clk_routes.png
Bar = 20 um.
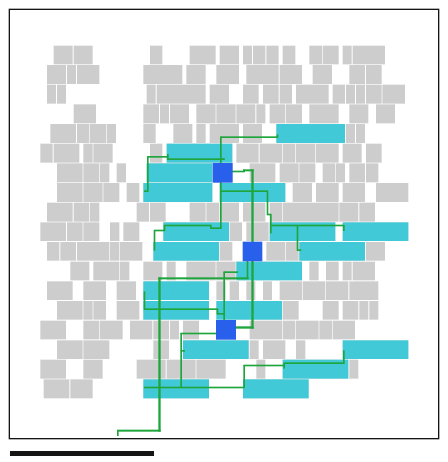
clocks.png
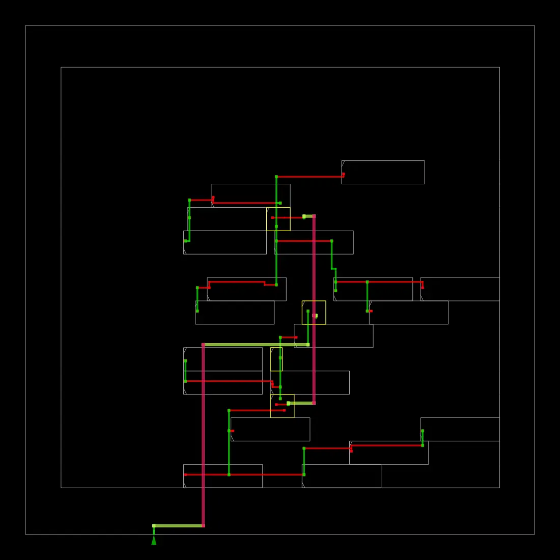
File: src/rtl/musa_ctrl_pkg.sv
`default_nettype none
// +------------------------------------------------------------------+
// | musa_ctrl_pkg: shared types and encodings for the MUSA control   |
// | unit (states, instruction classes, opcodes, ALU operations).     |
// | Revision: 1.0                                                    |
// +------------------------------------------------------------------+
package musa_ctrl_pkg;

  typedef enum logic [2:0] {
    S_FETCH  = 3'd0,
    S_DECODE = 3'd1,
    S_EXEC   = 3'd2,
    S_MEM    = 3'd3,
    S_WB     = 3'd4,
    S_HALT   = 3'd5
  } state_e;

  typedef enum logic [3:0] {
    CLS_NOP     = 4'd0,
    CLS_ALU     = 4'd1,
    CLS_LW      = 4'd2,
    CLS_SW      = 4'd3,
    CLS_BEQ     = 4'd4,
    CLS_J       = 4'd5,
    CLS_JAL     = 4'd6,
    CLS_RET     = 4'd7,
    CLS_HALT    = 4'd8,
    CLS_ILLEGAL = 4'd9,
    CLS_MEMERR  = 4'd10
  } class_e;

  typedef enum logic [3:0] {
    ALU_ADD = 4'd0,
    ALU_SUB = 4'd1,
    ALU_AND = 4'd2,
    ALU_OR  = 4'd3,
    ALU_MUL = 4'd4,
    ALU_DIV = 4'd5
  } alu_op_e;

  // Everything later states need about the instruction, captured in DECODE.
  typedef struct packed {
    class_e  cls;
    alu_op_e op;
    logic    imm;
  } dec_t;

  localparam dec_t c_dec_nop = '{cls: CLS_NOP, op: ALU_ADD, imm: 1'b0};

  localparam logic [5:0] c_op_rtype = 6'b000000;
  localparam logic [5:0] c_op_addi  = 6'b001000;
  localparam logic [5:0] c_op_andi  = 6'b001100;
  localparam logic [5:0] c_op_ori   = 6'b001101;
  localparam logic [5:0] c_op_lw    = 6'b100011;
  localparam logic [5:0] c_op_sw    = 6'b101011;
  localparam logic [5:0] c_op_beq   = 6'b000100;
  localparam logic [5:0] c_op_j     = 6'b000010;
  localparam logic [5:0] c_op_jal   = 6'b000011;
  localparam logic [5:0] c_op_ret   = 6'b011111;
  localparam logic [5:0] c_op_halt  = 6'b111111;

  localparam logic [5:0] c_fn_add = 6'b100000;
  localparam logic [5:0] c_fn_sub = 6'b100010;
  localparam logic [5:0] c_fn_mul = 6'b011000;
  localparam logic [5:0] c_fn_div = 6'b011010;
  localparam logic [5:0] c_fn_and = 6'b100100;
  localparam logic [5:0] c_fn_or  = 6'b100101;

endpackage
`default_nettype wire

File: src/rtl/musa_decode.sv
`default_nettype none
// +------------------------------------------------------------------+
// | musa_decode: combinational opcode/funct to instruction class.    |
// | Build option: CTRL_STACK_EN enables jal/ret decode.              |
// | Revision: 1.0                                                    |
// +------------------------------------------------------------------+
module musa_decode
  import musa_ctrl_pkg::*;
#(
  parameter int FUNC_W = 6
) (
  input  logic [5:0]        opcode,
  input  logic [FUNC_W-1:0] funct,
  output dec_t              dec,
  output logic              illegal
);

  always_comb begin
    dec = '{cls: CLS_ILLEGAL, op: ALU_ADD, imm: 1'b0};
    case (opcode)
      c_op_rtype: begin
        dec.cls = CLS_ALU;
        case (funct)
          FUNC_W'(c_fn_add): dec.op = ALU_ADD;
          FUNC_W'(c_fn_sub): dec.op = ALU_SUB;
          FUNC_W'(c_fn_mul): dec.op = ALU_MUL;
          FUNC_W'(c_fn_div): dec.op = ALU_DIV;
          FUNC_W'(c_fn_and): dec.op = ALU_AND;
          FUNC_W'(c_fn_or):  dec.op = ALU_OR;
          default:           dec.cls = CLS_ILLEGAL;
        endcase
      end
      c_op_addi: dec = '{cls: CLS_ALU, op: ALU_ADD, imm: 1'b1};
      c_op_andi: dec = '{cls: CLS_ALU, op: ALU_AND, imm: 1'b1};
      c_op_ori:  dec = '{cls: CLS_ALU, op: ALU_OR,  imm: 1'b1};
      c_op_lw:   dec = '{cls: CLS_LW,  op: ALU_ADD, imm: 1'b1};
      c_op_sw:   dec = '{cls: CLS_SW,  op: ALU_ADD, imm: 1'b1};
      c_op_beq:  dec = '{cls: CLS_BEQ, op: ALU_SUB, imm: 1'b0};
      c_op_j:    dec.cls = CLS_J;
`ifdef CTRL_STACK_EN
      c_op_jal:  dec.cls = CLS_JAL;
      c_op_ret:  dec.cls = CLS_RET;
`endif
      c_op_halt: dec.cls = CLS_HALT;
      default:   dec.cls = CLS_ILLEGAL;
    endcase
  end

  assign illegal = (dec.cls == CLS_ILLEGAL);

endmodule
`default_nettype wire

File: src/rtl/multicycle_control.sv
`default_nettype none
// +------------------------------------------------------------------+
// | multicycle_control: FETCH/DECODE/EXEC/MEM/WB sequencer with      |
// | memory timeout. Build option: CTRL_STACK_EN (jal/ret stack).     |
// | Revision: 1.0                                                    |
// +------------------------------------------------------------------+
module multicycle_control
  import musa_ctrl_pkg::*;
#(
  parameter int FUNC_W      = 6,
  parameter int ALU_OP_W    = 4,
  parameter int MEM_TIMEOUT = 15
) (
  input  logic                clk,
  input  logic                rst,
  input  logic [5:0]          opcode,
  input  logic [FUNC_W-1:0]   funct,
  input  logic                zero,
  input  logic                mem_ready,
  output logic                ir_load,
  output logic                pc_write,
  output logic [1:0]          pc_src,
  output logic                reg_read,
  output logic                reg_write,
  output logic                wb_sel,
  output logic                alu_src_imm,
  output logic [ALU_OP_W-1:0] alu_op,
  output logic                mem_read,
  output logic                mem_write,
  output logic                push,
  output logic                pop,
  output logic                halted,
  output logic                illegal,
  output logic                mem_err
);

  state_e     r_state, w_next;
  dec_t       r_dec, w_dec, w_dec_next;
  logic       w_dec_illegal;
  logic [7:0] r_wait, w_wait_next;
  logic       w_mem_phase, w_timeout;
  alu_op_e    w_alu;

  musa_decode #(.FUNC_W(FUNC_W)) u_decode (
    .opcode  (opcode),
    .funct   (funct),
    .dec     (w_dec),
    .illegal (w_dec_illegal)
  );

  always_ff @(posedge clk or posedge rst) begin
    if (rst) begin
      r_state <= S_FETCH;
      r_dec   <= c_dec_nop;
      r_wait  <= '0;
    end else begin
      r_state <= w_next;
      r_dec   <= w_dec_next;
      r_wait  <= w_wait_next;
    end
  end

  assign w_mem_phase = (r_state == S_FETCH) || (r_state == S_MEM);
  // A ready on the timeout cycle still completes the access.
  assign w_timeout   = w_mem_phase && !mem_ready && (r_wait == 8'(MEM_TIMEOUT));

  always_comb begin
    w_next     = r_state;
    w_dec_next = r_dec;
    case (r_state)
      S_FETCH:  if (mem_ready) w_next = S_DECODE;
      S_DECODE: begin
        w_dec_next = w_dec;
        w_next = (w_dec_illegal || (w_dec.cls == CLS_HALT)) ? S_HALT : S_EXEC;
      end
      S_EXEC: begin
        case (r_dec.cls)
          CLS_ALU:        w_next = S_WB;
          CLS_LW, CLS_SW: w_next = S_MEM;
          default:        w_next = S_FETCH;
        endcase
      end
      S_MEM:    if (mem_ready) w_next = (r_dec.cls == CLS_LW) ? S_WB : S_FETCH;
      S_WB:     w_next = S_FETCH;
      S_HALT:   w_next = S_HALT;
      default:  w_next = S_FETCH;
    endcase
    if (w_timeout) begin
      w_next         = S_HALT;
      w_dec_next.cls = CLS_MEMERR;
    end
  end

  // Counter restarts whenever FETCH or MEM is (re)entered.
  always_comb begin
    w_wait_next = '0;
    if (w_mem_phase && (w_next == r_state) && !mem_ready)
      w_wait_next = r_wait + 8'd1;
  end

  always_comb begin
    ir_load     = 1'b0;
    pc_write    = 1'b0;
    pc_src      = 2'b00;
    reg_read    = 1'b0;
    reg_write   = 1'b0;
    wb_sel      = 1'b0;
    alu_src_imm = 1'b0;
    mem_read    = 1'b0;
    mem_write   = 1'b0;
    push        = 1'b0;
    pop         = 1'b0;
    halted      = 1'b0;
    illegal     = 1'b0;
    mem_err     = 1'b0;
    w_alu       = ALU_ADD;
    // Outputs are forced low for as long as reset is held.
    if (!rst) begin
      case (r_state)
        S_FETCH: begin
          mem_read = 1'b1;
          ir_load  = mem_ready;
        end
        S_DECODE: reg_read = 1'b1;
        S_EXEC: begin
          w_alu       = r_dec.op;
          alu_src_imm = r_dec.imm;
          case (r_dec.cls)
            CLS_BEQ: begin
              pc_write = 1'b1;
              pc_src   = zero ? 2'b01 : 2'b00;
            end
            CLS_J: begin
              pc_write = 1'b1;
              pc_src   = 2'b10;
            end
`ifdef CTRL_STACK_EN
            CLS_JAL: begin
              push     = 1'b1;
              pc_write = 1'b1;
              pc_src   = 2'b10;
            end
            CLS_RET: begin
              pop      = 1'b1;
              pc_write = 1'b1;
              pc_src   = 2'b11;
            end
`endif
            default: ;
          endcase
        end
        S_MEM: begin
          if (r_dec.cls == CLS_SW) begin
            mem_write = 1'b1;
            pc_write  = mem_ready;
          end else begin
            mem_read  = 1'b1;
          end
        end
        S_WB: begin
          reg_write = 1'b1;
          wb_sel    = (r_dec.cls == CLS_LW);
          pc_write  = 1'b1;
        end
        S_HALT: begin
          halted  = 1'b1;
          illegal = (r_dec.cls == CLS_ILLEGAL);
          mem_err = (r_dec.cls == CLS_MEMERR);
        end
        default: ;
      endcase
    end
  end

  assign alu_op = ALU_OP_W'(w_alu);

endmodule
`default_nettype wire

File: config.mk
export PLATFORM = sky130hd
export DESIGN_NAME = multicycle_control
export DESIGN_NICKNAME = d
export VERILOG_FILES = /design/src/rtl/musa_ctrl_pkg.sv /design/src/rtl/musa_decode.sv /design/src/rtl/multicycle_control.sv
export SDC_FILE = /design/constraint.sdc
export NUM_CORES = 1
export LEC_CHECK = 0
export CORE_MARGIN = 4
export CORE_UTILIZATION = 52
export CTS_CLUSTER_SIZE = 30
export DETAILED_ROUTE_END_ITERATION = 10
export GPL_TIMING_DRIVEN = 0
export PLACE_DENSITY_LB_ADDON = 0.1
export SYNTH_ARGS = -nofsm -noshare
export SYNTH_HDL_FRONTEND = slang
export SYNTH_SLANG_ARGS = --single-unit
File: constraint.sdc
create_clock -name clk -period 2.3 [get_ports clk]
set_input_delay 0.345 -clock clk [delete_from_list [all_inputs] [get_ports clk]]
set_output_delay 0.345 -clock clk [all_outputs]
set_load 0.05 [all_outputs]
==> highlights.md <==
* **yosys warning tally** 0
* **first-pass GRT wire length** 5310 um
* **run status** complete, no violations
* **pwr dens** 423 nW/um2
* **yosys aoi share** 0.166
* **post-route fraction of the period consumed by the critical path** 0.986
* **adder and majority cell fraction of the synthesized area** 0.00916
* **worst reg2reg setup slack** 0.51 ns
* **Core Area** 2500 um2
* **path type of the worst setup path** reg -> out
* **data required time at the worst endpoint** 1.96 ns
* **instance count of the mapped netlist** 159
* **DRC marker count from the first detailed-route iteration** 86
* **sequential area share after synthesis** 0.348
* **filler cell count in the final layout** 189
* **Total Neg Setup Slack** 0 ns
* **FMAX** 0.441 GHz
* **Synth Cell Area** 1370 um2
* **number of vias in the routed layout** 1352
* **number of detailed-route iterations in the first pass** 4
* **Port Buffer Count** 29
* **max capacitance violation total** 0
* **number of enable flip-flop cells** 0
* **x dimension of the die** 59.3 um
* **slew of the pin with the lowest slew margin** 0.717 ns
* **cell type with the largest total area after synthesis** dfrtp_1
* **clock transition at the registers of the reported paths** 0.11 ns
* **fin. max-slew vios** 0
* **routed length per instance** 14.6 um
* **Via-to-Cell Ratio** 5.83
* **cell area reported after detailed placement** 1740 um2
* **setup repair after global routing missed its margin** yes
* **critical path capture point type** output port
* **portion of netlist area occupied by mux cells** 0
* **number of global-route vias before repair** 1198
* **Synthesized registers** 19
* **share of the core filled with cells** 0.723
* **static leakage power** 0.761 nW
* **Initial Utilization** 0.547
* **Top-Level Pins** 35
* **Overflow after GRT** 0
* **most frequent cells in the layout** 20 x nor2_1, 17 x dfrtp_1, 15 x buf_4, 11 x clkdlybuf4s50_1
* **routability congestion estimate from global placement** 0.819
Back to the opening pictures, clk_routes.png:
clock wires: marked green, length 224 um. clock drivers: marked blue, count 3. flip-flops: marked cyan, count 19.
There are 4 routed clock nets.

Back to the opening pictures, clocks.png:
clock buffers created by TritonCTS: 3
number of sinks driven by the clock tree: 19

## final cells by class
cell class	count	area, um2	area share
buffer	10	62.6	0.0346
clock buffer	4	26.3	0.0145
sequential	19	478	0.264
timing repair buffer	37	322	0.178
tap	30	37.5	0.0208
inverter	4	15.0	0.00830
multi-input combinational	128	867	0.480
## kinds of logic after synthesis
group / Yosys count
flip-flops: 19
adder cells (fa/ha/maj): 1
XOR/XNOR: 8
buffers and inverters: 14
AND-OR/OR-AND: 31
other: 1
AND/OR/NAND/NOR: 85
## routing by layer
layer	routed length [um]	up-vias
li1	-	660
met1	1440	653
met2	1770	34
met3	137	5
met4	42	0
met5	0	-
## sequential cells by signal (all words and copies together) (netlist names)
signal,flops
r_state,3
r_wait,8
r_dec,8
## worst max-delay path: stages (launching register included)
cell	delay, ns
dfrtp_2	0.44
clkbuf_4	0.19
inv_1	0.14
and3_4	0.23
nand3b_1	0.12
nor4b_2	0.26
buf_4	0.24
## synth_stat cells (2+ instances only)
library cell,number
nor4b_1,3
nand4_1,3
nand2_1,9
xnor2_1,3
and3_1,4
nor3_1,3
nor2_1,23
buf_4,4
nand3_1,3
nor3b_1,3
nand2b_1,6
a22o_1,2
buf_2,6
and4b_1,2
a21oi_1,3
or3_1,3
o31ai_1,2
or2_2,2
o211ai_1,2
nor4_1,3
xor2_1,5
a211oi_1,4
nand3b_1,3
dfrtp_1,19
or3b_1,4
and2_1,6
inv_1,4
o21ai_0,7
## power by group
group	switching (W)	internal, W	total [W]
logic	0.000117	0.0000839	0.000201
registers	0.0000370	0.000360	0.000397
clock network	0.0000993	0.0000675	0.000167
## repair_timing
item	in CTS	in global routing
setup buffers	3	5
endpoints found under the setup margin	16	9
hold buffers	0	0
resized	57	18
## worst paths after layout
path,cells after the start,end,startpoint
min,2,r_state[0],rst
max in group asynchronous,2,r_dec[6],rst
min in group clk,3,r_dec[1],opcode[2]
max reg2reg,5,r_state[2],r_dec[6]
min reg2reg,1,r_wait[0],r_wait[0]
max,6,pc_src[0],r_state[0]
## metrics by stage
step / setup slack (ns) / total power (W)
after floorplan: -0.584 / 0.000519
after global placement: -0.591 / 0.000583
after detailed placement: -0.635 / 0.000592
after CTS: 0.00425 / 0.000764
after global routing: -0.105 / 0.000806
final: 0.0325 / 0.000765
Power figures rest on the tool's default switching activity, not on a simulated workload.
